`src/rtl/fir_stream_pkg.sv`:
```
// Shared constants for the FIR streaming path and a constant-foldable clog2
// used to size occupancy counters.
package fir_stream_pkg;

    localparam int FIR_DATA_W = 6;
    localparam int FIR_OUT_W  = 8;
    localparam int SRC_DEPTH  = 8;
    localparam int SRC_DIV_W  = 8;

    // Number of bits needed to index 'value' entries (clog2(1) = 0).
    function automatic int clog2(input int value);
        int result;
        result = 0;
        for (int v = value - 1; v > 0; v = v >> 1) begin
            result++;
        end
        return result;
    endfunction

endpackage

```
`src/rtl/sample_fifo.sv`:
```
// Synchronous register-based FIFO with an exact 0..DEPTH occupancy count.
// DEPTH must be a power of two so the pointers wrap naturally.
module sample_fifo
    import fir_stream_pkg::*;
#(
    parameter int WIDTH = FIR_DATA_W,
    parameter int DEPTH = SRC_DEPTH
) (
    input  logic                  clk,
    input  logic                  reset,
    input  logic                  push_i,
    input  logic [WIDTH-1:0]      push_data_i,
    input  logic                  pop_i,
    output logic [WIDTH-1:0]      head_o,
    output logic                  full_o,
    output logic                  empty_o,
    output logic [clog2(DEPTH):0] level_o
);

    localparam int             AW         = clog2(DEPTH);
    localparam logic [AW:0]    FULL_LEVEL = (AW + 1)'(DEPTH);

    logic [WIDTH-1:0] mem_q [DEPTH];
    logic [AW-1:0]    wr_ptr_q, wr_ptr_d;
    logic [AW-1:0]    rd_ptr_q, rd_ptr_d;
    logic [AW:0]      level_q, level_d;
    logic             do_push;
    logic             do_pop;

    always_comb begin
        full_o  = (level_q == FULL_LEVEL);
        empty_o = (level_q == '0);
        level_o = level_q;
        head_o  = mem_q[rd_ptr_q];

        // A push into a full FIFO is legal only when the head leaves in the same cycle.
        do_pop  = pop_i & ~empty_o;
        do_push = push_i & (~full_o | do_pop);

        wr_ptr_d = do_push ? wr_ptr_q + 1'b1 : wr_ptr_q;
        rd_ptr_d = do_pop  ? rd_ptr_q + 1'b1 : rd_ptr_q;

        level_d = level_q;
        case ({do_push, do_pop})
            2'b10:   level_d = level_q + 1'b1;
            2'b01:   level_d = level_q - 1'b1;
            default: level_d = level_q;
        endcase
    end

    always_ff @(posedge clk or posedge reset) begin
        if (reset) begin
            wr_ptr_q <= '0;
            rd_ptr_q <= '0;
            level_q  <= '0;
        end else begin
            wr_ptr_q <= wr_ptr_d;
            rd_ptr_q <= rd_ptr_d;
            level_q  <= level_d;
        end
    end

    // NOTE: storage has no reset; pointers and level alone define which entries are valid.
    always_ff @(posedge clk) begin
        if (do_push) begin
            mem_q[wr_ptr_q] <= push_data_i;
        end
    end

endmodule

```
`src/rtl/axis_sample_source.sv`:
```
// Paced AXI-stream sample source: FIFO, rate divider, one-slot credit and output register.
// Optional SAMPLE_SRC_TLAST_EN carries a tlast bit alongside every sample.
module axis_sample_source
    import fir_stream_pkg::*;
#(
    parameter int DATA_W = FIR_DATA_W,
    parameter int DEPTH  = SRC_DEPTH,
    parameter int DIV_W  = SRC_DIV_W
) (
    input  logic                  clk,
    input  logic                  reset,
    input  logic [DATA_W-1:0]     wr_data,
    input  logic                  wr_en,
`ifdef SAMPLE_SRC_TLAST_EN
    input  logic                  wr_last,
`endif
    input  logic [DIV_W-1:0]      rate_div,
    output logic [DATA_W-1:0]     m_axis_tdata,
    output logic                  m_axis_tvalid,
`ifdef SAMPLE_SRC_TLAST_EN
    output logic                  m_axis_tlast,
`endif
    input  logic                  m_axis_tready,
    output logic                  fifo_full,
    output logic                  fifo_empty,
    output logic [clog2(DEPTH):0] fifo_level,
    output logic                  overflow
);

`ifdef SAMPLE_SRC_TLAST_EN
    localparam int ENTRY_W = DATA_W + 1;
`else
    localparam int ENTRY_W = DATA_W;
`endif

    logic [DIV_W-1:0]   cnt_q, cnt_d;
    logic               credit_q, credit_d;
    logic [ENTRY_W-1:0] out_q, out_d;
    logic               tvalid_q, tvalid_d;
    logic               overflow_q, overflow_d;

    logic               tick;
    logic               load;
    logic               push_ok;
    logic [ENTRY_W-1:0] push_entry;
    logic [ENTRY_W-1:0] head_entry;

`ifdef SAMPLE_SRC_TLAST_EN
    assign push_entry = {wr_last, wr_data};
`else
    assign push_entry = wr_data;
`endif

    sample_fifo #(
        .WIDTH (ENTRY_W),
        .DEPTH (DEPTH)
    ) u_fifo (
        .clk         (clk),
        .reset       (reset),
        .push_i      (push_ok),
        .push_data_i (push_entry),
        .pop_i       (load),
        .head_o      (head_entry),
        .full_o      (fifo_full),
        .empty_o     (fifo_empty),
        .level_o     (fifo_level)
    );

    always_comb begin
        // >= rather than == so lowering rate_div below the count ticks immediately.
        tick    = (cnt_q >= rate_div);
        load    = (tick | credit_q) & ~fifo_empty & (~tvalid_q | m_axis_tready);
        push_ok = wr_en & (~fifo_full | load);

        cnt_d      = tick ? '0 : cnt_q + 1'b1;
        credit_d   = load ? 1'b0 : (tick | credit_q);
        overflow_d = overflow_q | (wr_en & fifo_full & ~load);

        out_d    = out_q;
        tvalid_d = tvalid_q;
        if (load) begin
            out_d    = head_entry;
            tvalid_d = 1'b1;
        end else if (tvalid_q & m_axis_tready) begin
            tvalid_d = 1'b0;
        end
    end

    always_ff @(posedge clk or posedge reset) begin
        if (reset) begin
            cnt_q      <= '0;
            credit_q   <= 1'b0;
            out_q      <= '0;
            tvalid_q   <= 1'b0;
            overflow_q <= 1'b0;
        end else begin
            cnt_q      <= cnt_d;
            credit_q   <= credit_d;
            out_q      <= out_d;
            tvalid_q   <= tvalid_d;
            overflow_q <= overflow_d;
        end
    end

    assign m_axis_tdata  = out_q[DATA_W-1:0];
    assign m_axis_tvalid = tvalid_q;
    assign overflow      = overflow_q;
`ifdef SAMPLE_SRC_TLAST_EN
    assign m_axis_tlast  = out_q[DATA_W];
`endif

endmodule

```
`config.mk`:
```
export PLATFORM = sky130hd
export DESIGN_NAME = axis_sample_source
export DESIGN_NICKNAME = d
export VERILOG_FILES = /design/src/rtl/fir_stream_pkg.sv /design/src/rtl/sample_fifo.sv /design/src/rtl/axis_sample_source.sv
export SDC_FILE = /design/constraint.sdc
export NUM_CORES = 1
export LEC_CHECK = 0
export CORE_UTILIZATION = 45
export CTS_CLUSTER_DIAMETER = 40
export CTS_CLUSTER_SIZE = 20
export DETAILED_ROUTE_END_ITERATION = 10
export PLACE_DENSITY = 0.73
export SLEW_MARGIN = 20
export SYNTH_ARGS = -nofsm -noshare
export SYNTH_HDL_FRONTEND = slang
export SYNTH_HIERARCHICAL = 1
export SYNTH_SLANG_ARGS = --single-unit
```
`constraint.sdc`:
```
create_clock -name clk -period 5.6 [get_ports clk]
set_clock_uncertainty 0.1 [all_clocks]
set_input_delay 1.12 -clock clk [delete_from_list [all_inputs] [get_ports clk]]
set_output_delay 1.12 -clock clk [all_outputs]
set_load 0.02 [all_outputs]
```
**Run 1: the metal 4 layer**

Scale bar: 20 um. Supply wires on this layer in gray.
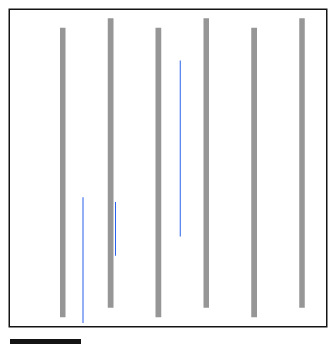
longest straight run: 49.6 um
nets with wire on the layer: 3
wire length on this layer: 100 um
via count: 1,943
total wire length: 5850 um

**Run 1: M1 wires**

Scale bar: 20 um. Supply wires on this layer in gray.
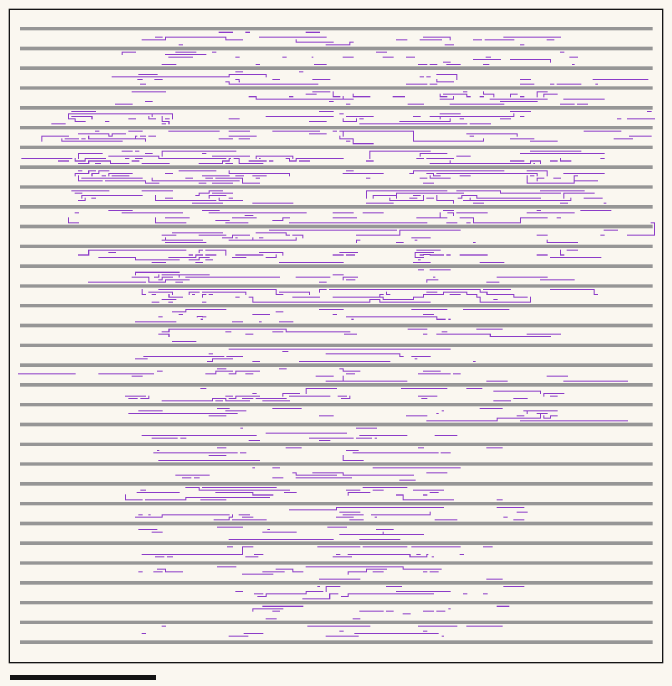
wire length on this layer: 2,480 um
main direction: horizontal
longest straight run: 30.4 um
M1 GR Usage: 20.1%

==> run_results.csv, run 1 <==
group,metric,value,unit
setup_path,worstPathRequired,5.72,ns
setup_path,cp_slowest_cell,"or4b_2",
place,hpwl,4000,um
synthesis,yosys_cells,222,
routing,drc,0,
sta,finalHoldViolCount,0,
synthesis,netlist_area,0.00345,mm^2
status,status,"complete, no violations",
die,core_util_floorplan,47.1,%
setup_path,crit_fanout,9,
die,die-height,89.6,um
place,gp_congestion,0.746,
grt,grt_max_degree,18,
setup_path,cp-start-kind,"input pin",
synthesis,synth.distinct_cells,47,
die,fp.dieW,89.6,um
place,port_buffers,31,
pwr,powerDensity,517,mW/mm^2
sta,fin_crit,4.78,ns
synthesis,yosysSeqAreaShare,61.3,%
clock_network,hold_buffers,0,
clock_network,cts_root_buf,"clkbuf_8",
sta,slew-limit-headroom,44.0,%
sta,slew_violations,0,
routing,ant_nets,0,
synthesis,yosys_warnings,6,
grt,grt_pass1_wl,9270,um
routing,drtIter0Drc,91,
pwr,pwr-share-clk,20.3,%
sta,finalSetupTns,0,ns
sta,clock.fmax,0.209,GHz
cells_and_area,fin_nets,298,
clock_network,tritoncts,"yes",
cells_and_area,n_fill_cell,570,
synthesis,async_flop_share,36.0,%
clock_network,clock_path_buffers,2,
cells_and_area,area_delta_synth_final,19.0,%
**Run 1: signal wires on met2**

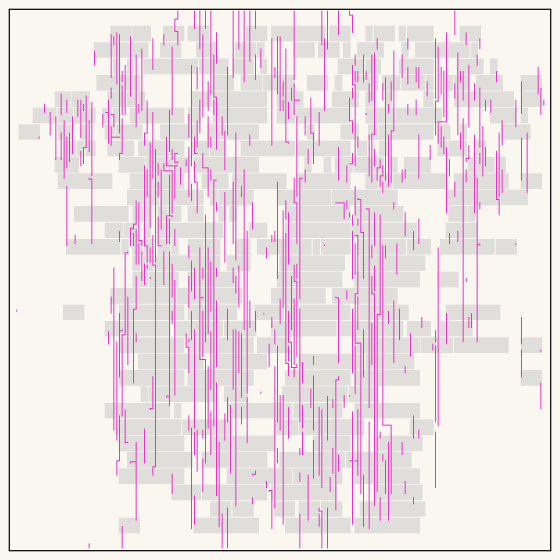
share of all routed wire: 51%
nets with wire on the layer: 258
main direction: vertical
longest straight run: 40.8 um
M2 GR Usage: 27.3%

[run 1: stage by stage]
stage                     worst slack [ns]  cells  util (%)
after detailed placement             0.461    353      53.3
after global placement               0.583    353      53.3
after global routing                 0.622    369      56.1
after floorplan                       1.22    222         -
after CTS                            0.827    369      56.1
final                                0.816    369      56.1
[run 1: cell type report]
type / count / area (um^2) / area share, %
sequential: 75 / 2120 / 51.5
multi-input combinational: 125 / 1250 / 30.4
timing repair buffer: 36 / 348 / 8.47
clock buffer: 13 / 139 / 3.38
tap: 99 / 124 / 3.01
inverter: 18 / 67.6 / 1.64
clock inverter: 3 / 65.1 / 1.58
[run 1: power by group through the flow]
stage	clock, W	sequential, W	combinational (W)
final	0.000431	0.000907	0.000789
after detailed placement	0	0.000920	0.000794
after floorplan	0	0.000893	0.000576
after CTS	0.000443	0.000909	0.000799
after global placement	0	0.000916	0.000782
after global routing	0.000461	0.000931	0.000875
[run 1: sequential cells by signal (all words and copies together), names as in the netlist]
signal,count
cnt_q,8
m_axis_tdata,6
u_fifo/wr_ptr_q,3
overflow,1
m_axis_tvalid,1
credit_q,1
u_fifo/level_o,4
u_fifo/mem_q,48
u_fifo/rd_ptr_q,3
[run 1: cell usage after synthesis, drive strengths merged, types with 2 or more instances]
cell type / number / area share [%]
nand3: 6 / 0.87
o21ai: 2 / 0.62
o311ai: 2 / 0.72
inv: 18 / 2.0
nor3b: 2 / 0.43
ha: 14 / 5.1
a21oi: 4 / 0.69
nand2b: 4 / 0.94
xor2: 6 / 1.5
o211ai: 5 / 1.5
and3: 2 / 0.36
nor4: 2 / 0.36
mux2: 14 / 5.3
buf: 3 / 0.47
or4b: 2 / 0.69
xnor2: 6 / 1.5
mux4: 12 / 7.8
nor2: 14 / 1.5
dfrtp: 27 / 20
nor3: 5 / 0.72
edfxtp: 48 / 42
nand2: 8 / 0.87
[run 1: metal layers]
layer  up-vias  track usage (%)  wire length, um
met1       967             20.1             2480
met3        11             5.39              278
met2        36             27.3             2990
met5         -                0                0
li1        929                -                -
met4         0             7.36               99
[run 1: cell families after synthesis]
logic type | synth area share [%]
XOR/XNOR | 3.04
AND-OR/OR-AND | 6.63
flip-flops | 61.3
multiplexers | 13.4
AND/OR/NAND/NOR | 7.39
buffers and inverters | 2.54
adder cells (fa/ha/maj) | 5.65
[run 1: path summary, 6_finish.rpt]
check / from / endpoint / slack [ns] / cells past startpoint
max: rate_div[0] / u_fifo/level_o[3] / 0.82 / 14
min: overflow / overflow / 0.39 / 1
max reg2reg: cnt_q[0] / u_fifo/level_o[3] / 1.52 / 13
min reg2reg: overflow / overflow / 0.39 / 1
max in group asynchronous: reset / m_axis_tdata[3] / 3.85 / 2
min in group asynchronous: reset / u_fifo/rd_ptr_q[0] / 0.99 / 2
==> run 2, diff against run 1 <==
==> constraint.sdc (replaced) <==
create_clock -name clk -period 5.6 [get_ports clk]
set_clock_uncertainty 0.1 [all_clocks]
set_input_delay 1.12 -clock clk [delete_from_list [all_inputs] [get_ports clk]]
set_output_delay 1.12 -clock clk [all_outputs]
set_load 0.1 [all_outputs]
**Run 2: placed cells, one color a class**

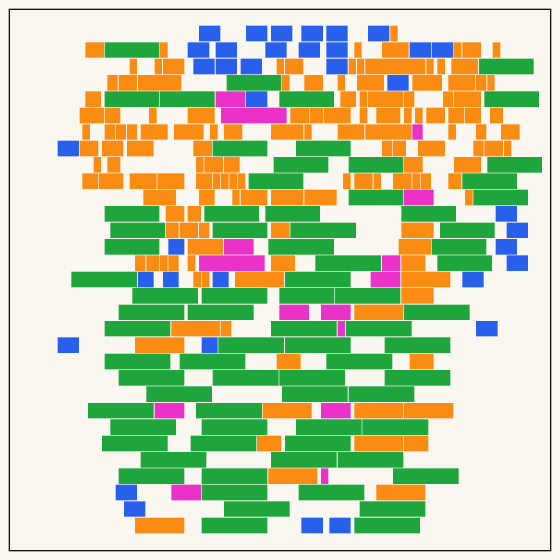
[clock drivers and dummy loads] magenta | cells: 15
[remaining buffers and delay cells] blue | cells: 36
[remaining logic cells] orange | cells: 143
[registers] green | cells: 75
final instance area: 0.00412 mm^2
Layout Utilization: 56.2%
Rows: 31
Seq area share: 51.4%
core area: 0.00733 mm^2

**Run 2: signal wires on met2**

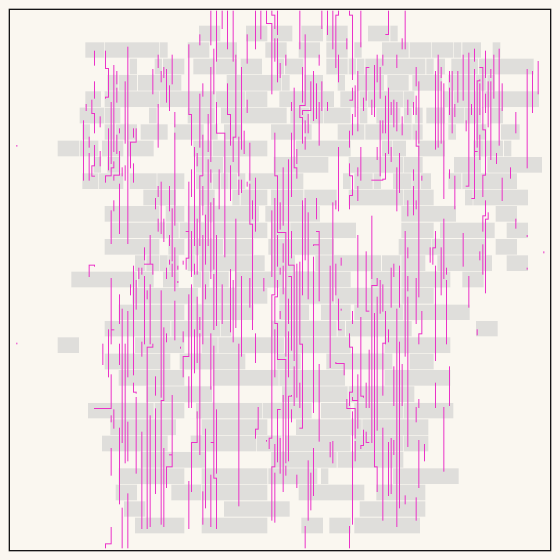
main direction: vertical
nets with wire on the layer: 257
share of all routed wire: 52%
wire length on this layer: 3,140 um
longest straight run: 36.0 um
total wire length: 6050 um
via count: 1,919
M2 GR Usage: 28.1%

**Run 2: M1 wires**

Scale bar: 20 um. Supply wires on this layer in gray.
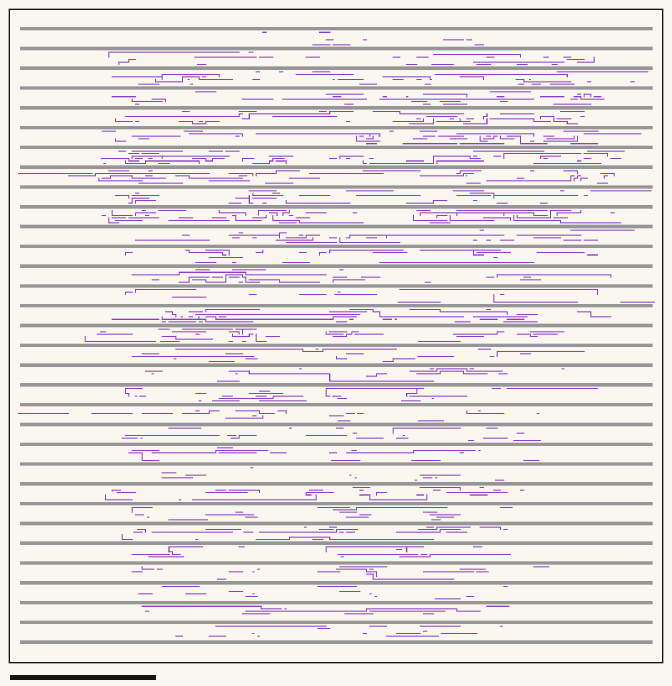
longest straight run: 27.1 um
wire length on this layer: 2,590 um
nets with wire on the layer: 281
main direction: horizontal
share of all routed wire: 43%
M1 GR Usage: 21.1%

==> run 2 against run 1 <==
Utilization increased by 0.10 points. Non-clock buffer count unchanged. Global-route usage increased by 0.41 points. Largest cell class unchanged. Critical path depth decreased by 1.
==> run_results.csv, run 2 <==
group,metric,value,unit
status,status,"complete, no violations",
sta,finalSetupTns,0,ns
place,port_buffers,31,
die,fp.dieW,89.6,um
synthesis,yosysSeqAreaShare,61.3,%
sta,clock.fmax,0.209,GHz
cells_and_area,area_delta_synth_final,19.2,%
setup_path,cp_slowest_cell,"or4b_2",
setup_path,worstPathRequired,5.70,ns
grt,grt_pass1_wl,9660,um
pwr,powerDensity,587,mW/mm^2
cells_and_area,top_register,"u_fifo/mem_q",
pwr,pwr-share-clk,17.6,%
routing,drc,0,
cells_and_area,fin_nets,298,
place,hpwl,4410,um
die,core_util_floorplan,47.1,%
synthesis,synth.distinct_cells,47,
sta,finalHoldViolCount,0,
synthesis,top_cells_by_area,"edfxtp_1 42%, dfrtp_1 20%, mux4_2 7.8%, ha_1 5.1%, mux2_4 3.0%",
synthesis,yosys_cells,222,
synthesis,common_cells,"48 x edfxtp_1, 27 x dfrtp_1, 18 x inv_1",
sta,fin_crit,4.78,ns
routing,ant_nets,0,
synthesis,async_flop_share,36.0,%
sta,slew-limit-headroom,34.8,%
synthesis,yosys.cell_count.top_type,"edfxtp_1",
synthesis,synth_top_area_share,41.7,%
cells_and_area,largest_register_ffs,48,
grt,grt_max_degree,18,
clock_network,clock_path_buffers,2,
pwr,power_leakage,1.61,nW
setup_path,cp-start-kind,"input pin",
clock_network,cts_root_buf,"clkbuf_8",
synthesis,yosys_warnings,6,
setup_path,crit_fanout,9,
routing,drtIter0Drc,107,
die,die-height,89.6,um
clock_network,hold_buffers,0,
## run 2: cell counts after synthesis
No cell type changed its count.
## run 2: layer usage
metal,track usage [%],wire [um]
met4,7.36,78
met5,0,0
met2,28.1,3140
met1,21.1,2590
met3,4.75,230
## run 2: metrics by stage
| stage | worst slack [ns] | cells | hold slack (ns) |
|---|---|---|---|
| after global placement | 0.624 | 353 | 0.372 |
| after detailed placement | 0.443 | 353 | 0.369 |
| final | 0.824 | 368 | 0.387 |
| after CTS | 0.826 | 368 | 0.388 |
| after floorplan | 0.146 | 222 | 0.385 |
| after global routing | 0.621 | 368 | 0.410 |
## run 2: path summary, 6_finish.rpt
check,start,slack [ns],to,cells past startpoint
max in group asynchronous,reset,3.87,m_axis_tdata[2],2
setup / recovery,rate_div[0],0.82,u_fifo/level_o[3],13
min in group asynchronous,reset,1.01,u_fifo/rd_ptr_q[2],2
setup reg to reg,cnt_q[0],1.51,u_fifo/level_o[3],13
hold reg to reg,overflow,0.39,overflow,1
hold / removal,overflow,0.39,overflow,1
## run 2: kinds of logic after synthesis
logic type	after synthesis	synth area share [%]
flops	75	61.3
mux	27	13.4
simple gates	48	7.39
fa+ha+maj	15	5.65
xor+xnor	12	3.04
buf+inv	22	2.54
compound gates	23	6.63
## run 2: cell type report
| type | instances | area, um^2 |
|---|---|---|
| Clock inverter | 6 | 81.3 |
| Tap cell | 99 | 124 |
| Multi-Input combinational cell | 125 | 1250 |
| Inverter | 18 | 67.6 |
| Timing Repair Buffer | 36 | 348 |
| Sequential cell | 75 | 2120 |
| Fill cell | 557 | 3210 |
| Clock buffer | 9 | 124 |
## run 2: power by group through the flow
stage | clock, W | combinational (W) | sequential (W)
after floorplan | 0 | 0.000606 | 0.00114
after global placement | 0 | 0.00106 | 0.000924
after detailed placement | 0 | 0.00108 | 0.000932
after CTS | 0.000436 | 0.00108 | 0.000920
after global routing | 0.000462 | 0.00114 | 0.000941
final | 0.000426 | 0.00107 | 0.000915
No activity file was given, so power comes from the tool's default toggle rates.
